run_1/class_map.png
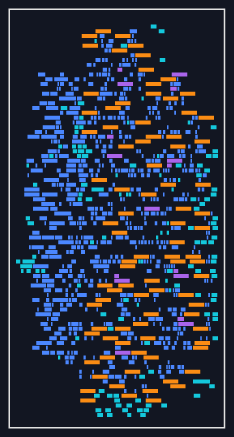
run_1/m4.png
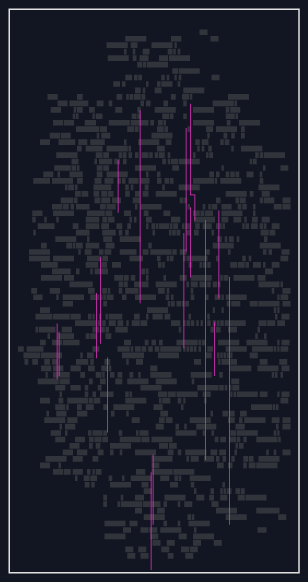
run_1/route_heat.png
12 x 24 tiles, from dark blue (low) to red (high), scaled to the fullest tile. Values are wire area over tile area, all layers added.
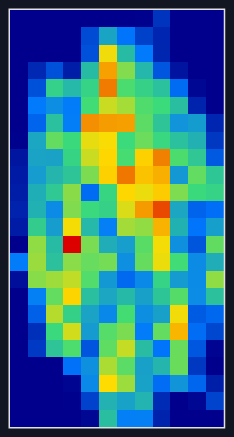
run_1/clock_wires.png
The bar under the picture is 20 um long.
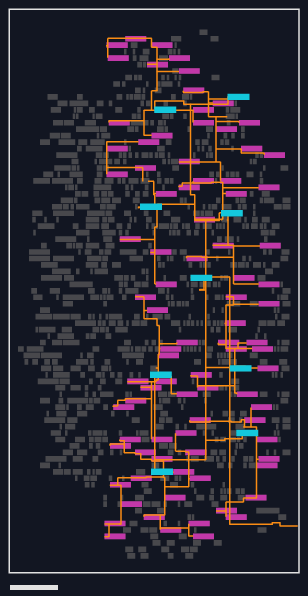
## config.mk

```make
export PLATFORM = sky130hd
export DESIGN_NAME = ld3320_cmd_sequencer
export DESIGN_NICKNAME = d
export VERILOG_FILES = /design/src/rtl/ld3320_cmd_sequencer.sv
export SDC_FILE = /design/constraint.sdc
export NUM_CORES = 1
export LEC_CHECK = 0
export CAP_MARGIN = 20
export CORE_ASPECT_RATIO = 2
export CORE_MARGIN = 3
export CORE_UTILIZATION = 25
export CTS_CLUSTER_SIZE = 30
export DETAILED_ROUTE_END_ITERATION = 8
export GPL_TIMING_DRIVEN = 0
export HOLD_SLACK_MARGIN = 0.03
export PLACE_DENSITY_LB_ADDON = 0.12
export SLEW_MARGIN = 25
export SYNTH_ARGS = -nofsm -noshare
export SYNTH_HDL_FRONTEND = slang
export SYNTH_SLANG_ARGS = --single-unit
```

## constraint.sdc

```tcl
create_clock -name clk -period 3.6 [get_ports clk]
set_clock_uncertainty 0.2 [all_clocks]
set_input_delay 0.36 -clock clk [delete_from_list [all_inputs] [get_ports clk]]
set_output_delay 0.36 -clock clk [all_outputs]
set_load 0.01 [all_outputs]
```

## src/rtl/ld3320_cmd_sequencer.sv

```systemverilog
// Command-ROM walker for the LD3320 voice chip: fetches register operations
// and hands them one at a time to the parallel-bus engine.
//
// state     | meaning
// ----------+---------------------------------------------------------
// IDLE      | waiting for start
// FETCH     | rom_addr presented, waiting one cycle for ROM data
// DECODE    | command word latched, dispatch on op code
// ISSUE     | one-cycle strobe to the bus engine
// WAIT_DONE | waiting for bus_done, bounded by DONE_TMO
// DELAY     | millisecond wait or inter-poll gap (down-counter)
// NEXT      | advance rom_addr, or flag ROM overrun at the last entry
// FINISH    | seq_done pulse, back to IDLE
// ERROR     | raise sticky error, back to IDLE
module ld3320_cmd_sequencer #(
   parameter int ROM_AW     = 6,
   parameter int DELAY_UNIT = 50000,
   parameter int POLL_MAX   = 255,
   parameter int POLL_GAP   = 1000,
   parameter int DONE_TMO   = 16
) (
   input  logic              clk,
   input  logic              rst_n,
   input  logic              start,
   input  logic [ROM_AW-1:0] start_addr,
   output logic [ROM_AW-1:0] rom_addr,
   input  logic [18:0]       rom_data,
   output logic              bus_ena,
   output logic              bus_sel,
   output logic [7:0]        bus_address,
   output logic [7:0]        bus_data,
   input  logic [7:0]        bus_rdata,
   input  logic              bus_rready,
   input  logic              bus_done,
   output logic              busy,
   output logic              seq_done,
   output logic              error,
   output logic [1:0]        err_code,
   output logic [7:0]        rd_data,
   output logic              rd_valid
);

   localparam logic [2:0] OP_WRITE = 3'd0;
   localparam logic [2:0] OP_READ  = 3'd1;
   localparam logic [2:0] OP_DELAY = 3'd2;
   localparam logic [2:0] OP_POLL  = 3'd3;

   localparam int DLY_MAX = (255 * DELAY_UNIT > POLL_GAP) ? 255 * DELAY_UNIT : POLL_GAP;
   localparam int DLY_W   = $clog2(DLY_MAX + 1);
   localparam int TMO_W   = (DONE_TMO > 1) ? $clog2(DONE_TMO) : 1;

   typedef enum logic [3:0] {
      S_IDLE, S_FETCH, S_DECODE, S_ISSUE, S_WAIT_DONE,
      S_DELAY, S_NEXT, S_FINISH, S_ERROR
   } state_t;

   state_t           state, state_next;
   logic [2:0]       cmd_op;
   logic [DLY_W-1:0] dly_cnt;
   logic [TMO_W-1:0] tmo_cnt;
   logic [7:0]       poll_cnt;
   logic [7:0]       rdata_cap;
   logic [7:0]       rdata_eff;
   logic [2:0]       dec_op;
   logic [7:0]       dec_arg;
   logic             poll_hit;
   logic             poll_last;
   logic             rom_last;

   assign dec_op    = rom_data[18:16];
   assign dec_arg   = rom_data[7:0];
   // Read data may arrive with bus_done or ahead of it.
   assign rdata_eff = bus_rready ? bus_rdata : rdata_cap;
   assign poll_hit  = (rdata_eff & bus_data) == bus_data;
   assign poll_last = ({1'b0, poll_cnt} + 9'd1) >= 9'(POLL_MAX);
   assign rom_last  = &rom_addr;
   assign bus_ena   = (state == S_ISSUE);
   assign seq_done  = (state == S_FINISH);

   always_ff @(posedge clk or negedge rst_n) begin
      if (!rst_n) state <= S_IDLE;
      else        state <= state_next;
   end

   always_comb begin
      state_next = state;
      case (state)
         S_IDLE:   if (start) state_next = S_FETCH;
         S_FETCH:  state_next = S_DECODE;
         S_DECODE: begin
            case (dec_op)
               OP_WRITE, OP_READ, OP_POLL: state_next = S_ISSUE;
               OP_DELAY: state_next = (dec_arg == 8'd0) ? S_NEXT : S_DELAY;
               default:  state_next = S_FINISH;
            endcase
         end
         S_ISSUE:  state_next = S_WAIT_DONE;
         S_WAIT_DONE: begin
            if (bus_done) begin
               if (cmd_op == OP_POLL && !poll_hit)
                  state_next = poll_last ? S_ERROR : S_DELAY;
               else
                  state_next = S_NEXT;
            end else if (tmo_cnt == '0) begin
               state_next = S_ERROR;
            end
         end
         S_DELAY:  if (dly_cnt == '0) state_next = (cmd_op == OP_POLL) ? S_ISSUE : S_NEXT;
         S_NEXT:   state_next = rom_last ? S_ERROR : S_FETCH;
         S_FINISH: state_next = S_IDLE;
         S_ERROR:  state_next = S_IDLE;
         default:  state_next = S_IDLE;
      endcase
   end

   always_ff @(posedge clk or negedge rst_n) begin
      if (!rst_n) begin
         rom_addr    <= '0;
         cmd_op      <= '0;
         bus_sel     <= 1'b0;
         bus_address <= '0;
         bus_data    <= '0;
         dly_cnt     <= '0;
         tmo_cnt     <= '0;
         poll_cnt    <= '0;
         rdata_cap   <= '0;
         busy        <= 1'b0;
         error       <= 1'b0;
         err_code    <= 2'b00;
         rd_data     <= '0;
         rd_valid    <= 1'b0;
      end else begin
         rd_valid <= 1'b0;
         case (state)
            S_IDLE: begin
               if (start) begin
                  rom_addr <= start_addr;
                  busy     <= 1'b1;
                  error    <= 1'b0;
                  err_code <= 2'b00;
               end
            end
            S_DECODE: begin
               cmd_op      <= dec_op;
               bus_address <= rom_data[15:8];
               bus_data    <= dec_arg;
               bus_sel     <= (dec_op == OP_WRITE);
               poll_cnt    <= '0;
               if (dec_op == OP_DELAY && dec_arg != 8'd0)
                  dly_cnt <= DLY_W'(dec_arg) * DLY_W'(DELAY_UNIT) - DLY_W'(1);
            end
            S_ISSUE: tmo_cnt <= TMO_W'(DONE_TMO - 1);
            S_WAIT_DONE: begin
               if (bus_rready) rdata_cap <= bus_rdata;
               if (bus_done) begin
                  if (cmd_op == OP_READ) begin
                     rd_data  <= rdata_eff;
                     rd_valid <= 1'b1;
                  end else if (cmd_op == OP_POLL && !poll_hit) begin
                     poll_cnt <= poll_cnt + 8'd1;
                     if (poll_last) err_code <= 2'b10;
                     else           dly_cnt  <= DLY_W'(POLL_GAP - 1);
                  end
               end else if (tmo_cnt == '0) begin
                  err_code <= 2'b01;
               end else begin
                  tmo_cnt <= tmo_cnt - TMO_W'(1);
               end
            end
            S_DELAY: if (dly_cnt != '0) dly_cnt <= dly_cnt - DLY_W'(1);
            S_NEXT: begin
               if (rom_last) err_code <= 2'b11;
               else          rom_addr <= rom_addr + ROM_AW'(1);
            end
            S_FINISH: busy <= 1'b0;
            S_ERROR: begin
               busy  <= 1'b0;
               error <= 1'b1;
            end
            default: ;
         endcase
      end
   end

endmodule

```

==> results.sh, run 1 <==
# physical design summary
export IMPL_status="finished with violations"
export IMPL_violations="negative setup slack"
export IMPL_ys_flops=87
export IMPL_flop_count=87
export IMPL_drtIter0Drc=234
export IMPL_placed_cells=1164
export IMPL_inv_count=36
export IMPL_worst_slack_ps=-459.9
export IMPL_numCtsBuffers=9
export IMPL_relSlewSlack_pct=46.34
export IMPL_wire_per_inst_um=18.68
export IMPL_place_area_um2=8064
export IMPL_synth_cell_types=80
export IMPL_critical_path_depth=16
export IMPL_comb_area_share_pct=52.83
export IMPL_common_cells="nand2_1, dfrtp_1, o21ai_0"
export IMPL_ff2ff_path_depth=10
export IMPL_cts_htree_levels=3
export IMPL_route_detailed_drc=0
export IMPL_lay_top_count="nand2_1"
export IMPL_crit_buf_inv=3
export IMPL_setup_tns_ps=-3348
export IMPL_p_clk_w=0.000972
export IMPL_clock_latency_late_pin_ps=370
export IMPL_timing_rr_end="dly_cnt[22]$_DFFE_PN0P_"
export IMPL_arrival_ps=4120
export IMPL_wl_um=22550
export IMPL_adder_share_pct=15.30
export IMPL_powerComb_w=0.00390
export IMPL_initial_utilization_pct=25.58
export IMPL_post_route_period_util_pct=112.8
export IMPL_hold_depth=3
export IMPL_seqPwrFrac_pct=26.7
export IMPL_synth_simple_area_share_pct=20.33
export IMPL_clkbuf_count=9
export IMPL_wl_met3_um=615
export IMPL_ys_sh_xor_pct=3.298
export IMPL_yosysWarnings=0
export IMPL_synthAoiAreaFrac_pct=20.61
export IMPL_diodes=0
export IMPL_finalSetupViolCount=11
export IMPL_fin_crit_ps=4060
export IMPL_cts_tree="yes"
About class_map.png:
legend:
  purple:
    class: clock drivers and dummy loads
    cells: 16
  blue:
    class: remaining logic cells
    cells: 634
  orange:
    class: sequential cells
    cells: 87
  cyan:
    class: remaining buffers and delay cells
    cells: 130
flop share of the area: 24.50%
CORE AREA: 25,960 um2
post-route cell area: 8886 um2
Row Count: 83

About m4.png:
share of all routed wire: 3.3%
longest straight run: 104 um
nets with wire on the layer: 14
wire length on this layer: 753 um
main direction: vertical

About route_heat.png:
nearly empty tiles: 22%
densest ninth of the die: center
mean over tiles: 0.12
fullest tile: 0.37

About clock_wires.png:
legend:
  orange:
    item: clock wires
    length: 1,540 um
  cyan:
    item: clock-net drivers
    count: 9
  magenta:
    item: flip-flops
    count: 87
routed clock nets: 10

[run 1: state kept, by name, indices dropped and copies added, names as in the netlist]
signal / count
bus_address: 8
bus_data: 8
bus_sel: 1
busy: 1
cmd_op: 3
dly_cnt: 24
err_code: 2
error: 1
poll_cnt: 8
rd_data: 8
rd_valid: 1
rdata_cap: 8
rom_addr: 6
state: 4
tmo_cnt: 4
[run 1: routing by layer]
metal  global-route usage, %  up-vias
li1                        -     2954
met1                   14.81     2937
met2                   33.52      113
met3                   2.247       39
met4                   6.460        0
met5                       0        -
[run 1: worst min-delay path, delay by kind of cell]
kind,cells,cell delay [ps]
buffers and inverters,2,130
AOI/OAI and AO/OA,1,160
--- run 2 (diff from run 1) ---
ABC_AREA = 0   (was not set)
==> run 2 against run 1 <==
The flow still finishes with violations (negative setup slack). Global-route usage stayed put. Fmax stayed put. Largest cell class unchanged. Cell count stayed put. Via count stayed put. Critical path type unchanged. Utilization stayed put. Wire length stayed put.
==> results.sh, run 2 <==
# physical design summary
export IMPL_rows=83
export IMPL_relSlewSlack_pct=46.34
export IMPL_common_cells="nand2_1, dfrtp_1, o21ai_0"
export IMPL_finalSetupViolCount=11
export IMPL_hold_depth=3
export IMPL_top_register="dly_cnt"
export IMPL_drtIter0Drc=234
export IMPL_ff2ff_path_depth=10
export IMPL_fin_crit_ps=4060
export IMPL_inv_count=36
export IMPL_violations="negative setup slack"
export IMPL_setup_tns_ps=-3348
export IMPL_crit_buf_inv=3
export IMPL_initial_utilization_pct=25.58
export IMPL_lay_top_count="nand2_1"
export IMPL_synth_simple_area_share_pct=20.33
export IMPL_powerComb_w=0.00390
export IMPL_synth_cell_types=80
export IMPL_ys_sh_xor_pct=3.298
export IMPL_placed_cells=1164
export IMPL_comb_area_share_pct=52.83
export IMPL_status="finished with violations"
export IMPL_worst_slack_ps=-459.9
export IMPL_seq_share_pct=24.50
export IMPL_adder_share_pct=15.30
export IMPL_p_clk_w=0.000972
## run 2: cell counts in the layout (fill, tap and decap cells not counted)
Identical to the previous run, type by type.
## run 2: per-layer routing
metal | share of wire [%] | vias up | track usage (%)
li1 | - | 2954 | -
met1 | 34 | 2937 | 14.81
met2 | 60 | 113 | 33.52
met3 | 2.7 | 39 | 2.247
met4 | 3.3 | 0 | 6.460
met5 | 0 | - | 0
## run 2: cells by family (layout without fill, tap and decap cells)
kind of cell / Yosys count / count (layout)
AOI/OAI and AO/OA: 207 / 207
buffers and inverters: 64 / 182
xor gates and xnor gates: 25 / 25
and+or+nand+nor: 269 / 269
adders and majority gates: 74 / 74
muxes: 23 / 23
DFF: 87 / 87
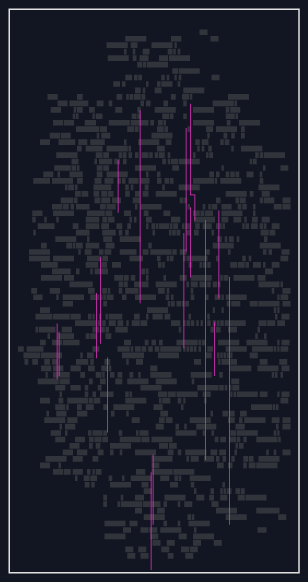
run_2/m4.png
nets with wire on the layer: 14
main direction: vertical
wire length on this layer: 753 um
total length of routed wires: 22,550 um
via count: 6,043

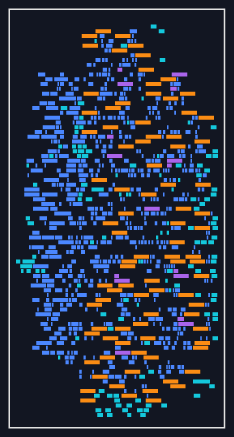
run_2/class_map.png
legend:
  cyan:
    class: remaining buffers and delay cells
    cells: 130
  purple:
    class: clock drivers and dummy loads
    cells: 16
  blue:
    class: remaining logic cells
    cells: 634
  orange:
    class: sequential cells
    cells: 87

